Fig. 1: routed metal per tile
Bar = 50 µm. 32 x 32 tiles, from dark blue (low) to red (high), scaled to the fullest tile. Values are wire area over tile area, all layers added.
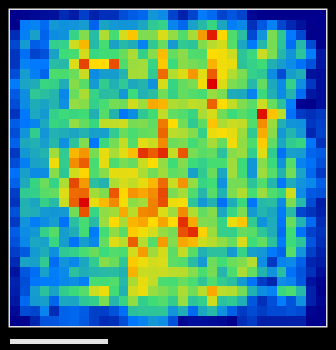
Fig. 2: close-up of the layout
Bar = 20 µm. Window x 55 to 105, y 88 to 138 µm. Cells in grey, sequential cells in the stronger grey; small squares are vias.
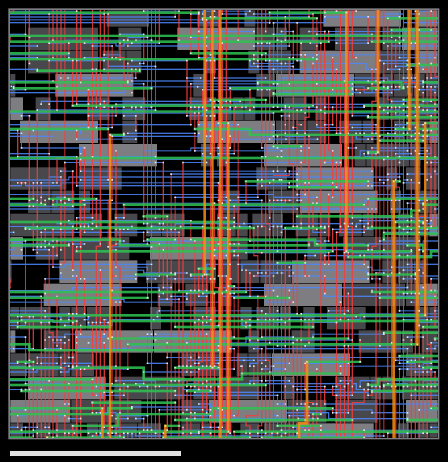
File: config.mk
export PLATFORM = sky130hd
export DESIGN_NAME = seq_divider_ctrl_flat
export DESIGN_NICKNAME = d
export VERILOG_FILES = /design/src/rtl/seq_divider_ctrl_if.sv /design/src/rtl/seq_divider_ctrl.sv /design/src/flat_wrapper.sv
export SDC_FILE = /design/constraint.sdc
export NUM_CORES = 1
export LEC_CHECK = 0
export CORE_UTILIZATION = 55
export CTS_BUF_LIST = sky130_fd_sc_hd__clkbuf_8
export DETAILED_ROUTE_END_ITERATION = 8
export GPL_TIMING_DRIVEN = 0
export PLACE_DENSITY = 0.88
export SLEW_MARGIN = 5
export SYNTH_ARGS = -nofsm -noshare
export SYNTH_HDL_FRONTEND = slang
export SYNTH_SLANG_ARGS = --single-unit
File: constraint.sdc
create_clock -name clock -period 7.48 [get_ports clock]
set_clock_uncertainty 0.05 [all_clocks]
set_input_delay 2.244 -clock clock [delete_from_list [all_inputs] [get_ports clock]]
set_output_delay 2.244 -clock clock [all_outputs]
set_load 0.02 [all_outputs]
File: src/rtl/seq_divider_ctrl_if.sv
// rtl/seq_divider_ctrl_if.sv - start/operand/result bundle for seq_divider_ctrl
//
// Purpose: groups the divider's request and result signals.
// Ports (master = requester, slave = divider):
//   ctrl_DIV        start pulse, sampled only while the divider is idle
//   data_operandA   dividend, two's complement
//   data_operandB   divisor, two's complement
//   quotient        signed quotient, held until the next accepted start
//   remainder       signed remainder, held until the next accepted start
//   data_resultRDY  one-cycle pulse when results are valid
//   data_exception  divide-by-zero or overflow, valid with ready
//   busy            high while an operation is in flight
interface seq_divider_ctrl_if;
  logic        ctrl_DIV;
  logic [31:0] data_operandA;
  logic [31:0] data_operandB;
  logic [31:0] quotient;
  logic [31:0] remainder;
  logic        data_resultRDY;
  logic        data_exception;
  logic        busy;

  modport master (
    output ctrl_DIV, data_operandA, data_operandB,
    input  quotient, remainder, data_resultRDY, data_exception, busy
  );

  modport slave (
    input  ctrl_DIV, data_operandA, data_operandB,
    output quotient, remainder, data_resultRDY, data_exception, busy
  );
endinterface

File: src/rtl/seq_divider_ctrl.sv
// rtl/seq_divider_ctrl.sv - sequential signed 32-bit divider sharing one subtractor
//
// Purpose: signed truncating division in 37 cycles using a single subtract
//          unit for operand negation, 32 restoring iterations and sign fix-up.
// Ports:
//   clock   rising-edge clock
//   resetn  asynchronous active-low reset
//   bus     seq_divider_ctrl_if.slave (start, operands, results, status)
module seq_divider_ctrl (
  input  logic                clock,
  input  logic                resetn,
  seq_divider_ctrl_if.slave   bus
);

  typedef enum logic [2:0] {
    IDLE  = 3'd0,
    NEG_A = 3'd1,
    NEG_B = 3'd2,
    ITER  = 3'd3,
    FIX_Q = 3'd4,
    FIX_R = 3'd5,
    DONE  = 3'd6
  } state_t;

  state_t      state, state_next;
  logic [31:0] a_reg;      // dividend, replaced by its magnitude in NEG_A
  logic [31:0] b_reg;      // divisor, replaced by its magnitude in NEG_B
  logic [31:0] r_reg;
  logic [31:0] q_reg;
  logic [4:0]  cnt;
  logic        sign_q;
  logic        sign_r;
  logic [31:0] quotient_q;
  logic [31:0] remainder_q;
  logic        exc_q;

  logic [31:0] sub_a, sub_b, sub_diff;
  logic        sub_ne, sub_ovf, sub_lt_unused;
  logic [31:0] t_val;
  logic        borrow;

  subtract u_sub (
    .data_operandA (sub_a),
    .data_operandB (sub_b),
    .data_result   (sub_diff),
    .isNotEqual    (sub_ne),
    .isLessThan    (sub_lt_unused),
    .overflow      (sub_ovf)
  );

  // Partial remainder shifted left with the next dividend bit. R < D <= 2^31
  // keeps this within 32 bits, so R[31] is never needed here.
  assign t_val = {r_reg[30:0], q_reg[31]};

  // Unsigned T < D: when the MSBs differ the larger value is the one with
  // MSB set; otherwise the 32-bit difference sign is exact.
  assign borrow = (t_val[31] ^ b_reg[31]) ? b_reg[31] : sub_diff[31];

  // Subtractor operand steering; in IDLE it computes 0 - divisor so that
  // isNotEqual doubles as the divide-by-zero test.
  always_comb begin
    sub_a = 32'd0;
    sub_b = 32'd0;
    case (state)
      IDLE:    sub_b = bus.data_operandB;
      NEG_A:   sub_b = a_reg;
      NEG_B:   sub_b = b_reg;
      ITER: begin
        sub_a = t_val;
        sub_b = b_reg;
      end
      FIX_Q:   sub_b = q_reg;
      FIX_R:   sub_b = r_reg;
      default: sub_b = 32'd0;
    endcase
  end

  always_ff @(posedge clock or negedge resetn) begin
    if (!resetn) state <= IDLE;
    else         state <= state_next;
  end

  always_comb begin
    state_next = state;
    case (state)
      IDLE:    if (bus.ctrl_DIV) state_next = sub_ne ? NEG_A : DONE;
      NEG_A:   state_next = NEG_B;
      NEG_B:   state_next = ITER;
      ITER:    if (cnt == 5'd31) state_next = FIX_Q;
      FIX_Q:   state_next = FIX_R;
      FIX_R:   state_next = DONE;
      DONE:    state_next = IDLE;
      default: state_next = IDLE;
    endcase
  end

  always_ff @(posedge clock or negedge resetn) begin
    if (!resetn) begin
      a_reg       <= 32'd0;
      b_reg       <= 32'd0;
      r_reg       <= 32'd0;
      q_reg       <= 32'd0;
      cnt         <= 5'd0;
      sign_q      <= 1'b0;
      sign_r      <= 1'b0;
      quotient_q  <= 32'd0;
      remainder_q <= 32'd0;
      exc_q       <= 1'b0;
    end else begin
      case (state)
        IDLE: begin
          if (bus.ctrl_DIV) begin
            a_reg  <= bus.data_operandA;
            b_reg  <= bus.data_operandB;
            sign_q <= bus.data_operandA[31] ^ bus.data_operandB[31];
            sign_r <= bus.data_operandA[31];
            exc_q  <= 1'b0;
            if (!sub_ne) begin
              quotient_q  <= 32'd0;
              remainder_q <= bus.data_operandA;
              exc_q       <= 1'b1;
            end
          end
        end
        NEG_A: if (a_reg[31]) a_reg <= sub_diff;
        NEG_B: begin
          if (b_reg[31]) b_reg <= sub_diff;
          r_reg <= 32'd0;
          q_reg <= a_reg;
          cnt   <= 5'd0;
        end
        ITER: begin
          if (borrow) begin
            r_reg <= t_val;
            q_reg <= {q_reg[30:0], 1'b0};
          end else begin
            r_reg <= sub_diff;
            q_reg <= {q_reg[30:0], 1'b1};
          end
          cnt <= cnt + 5'd1;
        end
        FIX_Q: begin
          quotient_q <= sign_q ? sub_diff : q_reg;
          // A magnitude of 2^31 is only representable as a negative result;
          // it arises solely from 0x80000000 / -1.
          exc_q      <= sub_ovf & ~sign_q;
        end
        FIX_R: remainder_q <= sign_r ? sub_diff : r_reg;
        default: ;
      endcase
    end
  end

  assign bus.quotient       = quotient_q;
  assign bus.remainder      = remainder_q;
  assign bus.data_exception = exc_q;
  assign bus.data_resultRDY = (state == DONE);
  assign bus.busy           = (state != IDLE);

endmodule

// Shared 32-bit subtractor: A - B with equality, signed less-than and overflow.
module subtract (
  input  logic [31:0] data_operandA,
  input  logic [31:0] data_operandB,
  output logic [31:0] data_result,
  output logic        isNotEqual,
  output logic        isLessThan,
  output logic        overflow
);
  assign data_result = data_operandA - data_operandB;
  assign overflow    = (data_operandA[31] != data_operandB[31]) &&
                       (data_result[31] != data_operandA[31]);
  assign isNotEqual  = |data_result;
  assign isLessThan  = data_result[31] ^ overflow;
endmodule

File: src/flat_wrapper.sv
// flat-port wrapper written by rule: the top's interface ports become plain ports
module seq_divider_ctrl_flat 
  (clock, resetn, bus_ctrl_DIV, bus_data_operandA, bus_data_operandB, bus_quotient, bus_remainder, bus_data_resultRDY, bus_data_exception, bus_busy);
  seq_divider_ctrl_if bus_i ();
  input  logic clock;
  input  logic resetn;
  input wire logic [$bits(bus_i.ctrl_DIV)-1:0] bus_ctrl_DIV;
  input wire logic [$bits(bus_i.data_operandA)-1:0] bus_data_operandA;
  input wire logic [$bits(bus_i.data_operandB)-1:0] bus_data_operandB;
  output wire logic [$bits(bus_i.quotient)-1:0] bus_quotient;
  output wire logic [$bits(bus_i.remainder)-1:0] bus_remainder;
  output wire logic [$bits(bus_i.data_resultRDY)-1:0] bus_data_resultRDY;
  output wire logic [$bits(bus_i.data_exception)-1:0] bus_data_exception;
  output wire logic [$bits(bus_i.busy)-1:0] bus_busy;
  assign bus_i.ctrl_DIV = bus_ctrl_DIV;
  assign bus_i.data_operandA = bus_data_operandA;
  assign bus_i.data_operandB = bus_data_operandB;
  assign bus_quotient = bus_i.quotient;
  assign bus_remainder = bus_i.remainder;
  assign bus_data_resultRDY = bus_i.data_resultRDY;
  assign bus_data_exception = bus_i.data_exception;
  assign bus_busy = bus_i.busy;
  seq_divider_ctrl u_core (.clock(clock), .resetn(resetn), .bus(bus_i));
endmodule
==> out/metrics.cfg <==
[status]
status=complete, no violations

[route]
drc=0
drt_iter0_markers=2027
firstDrtPassIters=6
ant_nets=0
dr_wl_met2_mm=23.6
routed-wl-met3_mm=8.75
top_layer_used=met5
viasPerCell=6.76
met1_length_mm=21.5

[clocking]
cts-buffers-inserted=37
cts_num_sinks=203
root_buffer=clkbuf_8
clockBufferDepth=3
clkTransAtPathRegs_ns=0.06
clk_latency_ns=0.56
postCtsHoldBufs=0

[layout]
drive_gt1_share_pct=9.60
seq_area_mm2=0.00508
nonClockBufferCount=280
nMultiInputCombCells=1225
n_sequential_cell=203
clockBufferCount=47
seq_area_share_pct=30.8
antenna_cells=1
comb-cell-share_pct=49.1
layout.nonclk_buf_share_pct=12.1
nNonClkInverters=27
fill_cells=2016
largest_class=multi-input combinational cells
clock_area_share_pct=4.97
area_growth_pct=19.0
nNetsFinal=1875

[setup_path]
cpPeakStageDelay_ns=0.56
worst_path_max_delay_cell=clkbuf_1
cp_num_buf_inv=4
cp-start-kind=input port
reg2reg_depth=20
crit_path_max_fanout=10
cp.required_ns=7.89
cp_num_cells=16
cp_top_family=AND-OR/OR-AND gates
crit_path_cell_trace=clkdlybuf4s50_1 -> mux4_2 -> a22oi_1 -> ha_1 -> clkbuf_1 -> a21oi_1 -> o21ai_1 -> a2111oi_0 -> nand4_1 -> o211ai_1 -> xor2_2 -> maj3_1 -> clkbuf_1 -> buf_1 -> nand2_1 -> o211ai_1
arrival_ns=7.74
worstSetupPathType=input port to flip-flop
endpoint_kind=flip-flop

[power]
p_per_area_mw_per_mm2=535
p_total_mw=8.82
p_leak_nw=7.20
vdd_drop_max_uv=335

[timing]
setup_tns_ns=0
fmax_ghz=0.136
timing.final.hold_violations=0
post-route-period-util_pct=98.1
worst_pin_slew_ns=1.31
max_slew_margin_pct=11.9
rsz0062_at_grt=false
setup_viol=0
timing.final.crit_period_ns=7.34

[synth]
synth-edff-count=0
syn_area_mm2=0.0139
yosys_warnings=0
ys_cells=1600
synth_cells=1600
ys_types=76
yosys_area_mm2=0.0139
synth_nets=1701
synthFlopType=dfrtp_1
synth-seq-area-share_pct=36.7
synthArstFlopShare_pct=100

[grt]
gr-total-overflow=0
gr-usage-met3_pct=16.0
grt_busiest_layer=met2
gr-usage-met2_pct=62.3
grt_pass1_vias=13700
antenna_found_initial=1
grt_pass1_wl_mm=83.6
grt_max_degree=113
grt_util_met1_pct=59.7

[floorplan]
fp-utilization_pct=56.5
nWellTaps=324
die_height_um=161
rows=57
core_mm2=0.0245
die-area_mm2=0.0258
fp.dieW_um=161
pin_count=134

[placement]
gp_congestion=1.03
post-dp-hpwl_mm=43.5
io_buffers=133

[worst_hold_path]
hold_depth=2
hold_class=flip-flop to flip-flop

[run]
maxCapViolCount=0
warning_count=29

About Fig. 1:
tiles over half the peak = 41%
mean over tiles = 0.38
fullest tile = 0.88
densest ninth of the die = middle
Avg WL per Cell: 26.2 µm
Routed WL: 55.7 mm
vias: 14400

About Fig. 2:
met3 -> green
met4 -> orange
met1 -> blue
met2 -> red
cells with their middle in the window = 178
sequential cells in the window = 23
netlist names of flops here include = `u_core.r_reg` (13), `u_core.b_reg` (6), `u_core.a_reg` (3)
most frequent = dfrtp_1 (23), nand2_1 (22), a22oi_1 (19)

## path summary, 6_finish.rpt
path	startpoint	endpoint	slack (ns)
setup / recovery	bus_data_operandB[24]	u_core.r_reg[15]	0.14
hold reg to reg	u_core.b_reg[1]	u_core.b_reg[1]	0.45
min in group asynchronous	resetn	u_core.q_reg[5]	1.63
setup reg to reg	u_core.state[1]	u_core.r_reg[15]	0.16
hold / removal	u_core.b_reg[1]	u_core.b_reg[1]	0.45
max in group asynchronous	resetn	u_core.bus.remainder[28]	4.68
## synth_stat cells (17+ instances only)
cell type	n	area, µm²
a211oi_1	32	240
a21oi_1	96	480
a22oi_1	90	676
a31oi_1	37	231
and3_1	35	219
clkbuf_1	116	435
dfrtp_1	203	5080
ha_1	33	413
inv_1	25	93.8
mux2i_1	67	671
mux4_2	31	698
nand2_1	247	927
nor2_1	132	495
nor3_1	18	90.1
nor4_1	32	200
o211ai_1	34	255
o21ai_0	94	470
o21ai_2	25	219
or3_1	32	200
xnor2_1	17	149
## worst min-delay path, cell delays in order, from the launching register on
cell and delay, ns:
dfrtp_1 0.35, nand2_1 0.06, nand2_1 0.06
## power by group
group,internal (mW),total (mW),switching [mW]
Sequential,1.55,2.00,0.443
Clock,0.674,1.19,0.515
Combinational,1.91,5.63,3.72
## per-stage QoR
| stage | cells | setup slack, ns | instance area [µm²] | utilization [%] | hold WS (ns) |
|---|---|---|---|---|---|
| after floorplan | 1600 | 1.31 | 13900 | - | 0.395 |
| final | 2127 | 0.143 | 16500 | 67.2 | 0.448 |
| after global routing | 2126 | 0.0270 | 16500 | 67.2 | 0.483 |
| after CTS | 2125 | 0.0172 | 16400 | 67.0 | 0.446 |
| after global placement | 2057 | -4.60 | 15600 | 63.6 | 0.415 |
| after detailed placement | 2058 | -0.303 | 15600 | 63.7 | 0.431 |
## cell families (layout without fill, tap and decap cells)
| family | count (synthesis) | after routing | share of synthesized area, % |
|---|---|---|---|
| muxes | 98 | 98 | 9.88 |
| xor gates and xnor gates | 31 | 31 | 2.01 |
| other | 0 | 1 | 0 |
| and+or+nand+nor | 576 | 576 | 19.4 |
| AOI/OAI and AO/OA | 485 | 485 | 23.7 |
| DFF | 203 | 203 | 36.7 |
| adders and majority gates | 35 | 35 | 3.20 |
| buffers and inverters | 172 | 374 | 5.16 |
## what timing repair did
item                       in CTS  in global routing
gates resized                   0                 16
hold endpoints to repair        0                  0
buffers inserted                0                  1
setup endpoints to repair       0                 94
## layout by cell type, fill, tap and decap left out, types with 16 or more instances in the layout
cell             instances
a211oi_1                32
a21oi_1                 96
a22oi_1                 90
a31oi_1                 37
and3_1                  35
clkbuf_1               111
clkbuf_8                47
clkdlybuf4s50_1        132
dfrtp_1                203
ha_1                    33
inv_1                   35
mux2i_1                 67
mux4_2                  31
nand2_1                247
nand3_1                 16
nand4_1                 16
nor2_1                 132
nor3_1                  18
nor4_1                  32
o211ai_1                34
o21ai_0                 94
o21ai_2                 25
or3_1                   32
xnor2_1                 16
No activity file was given, so power comes from the tool's default toggle rates.
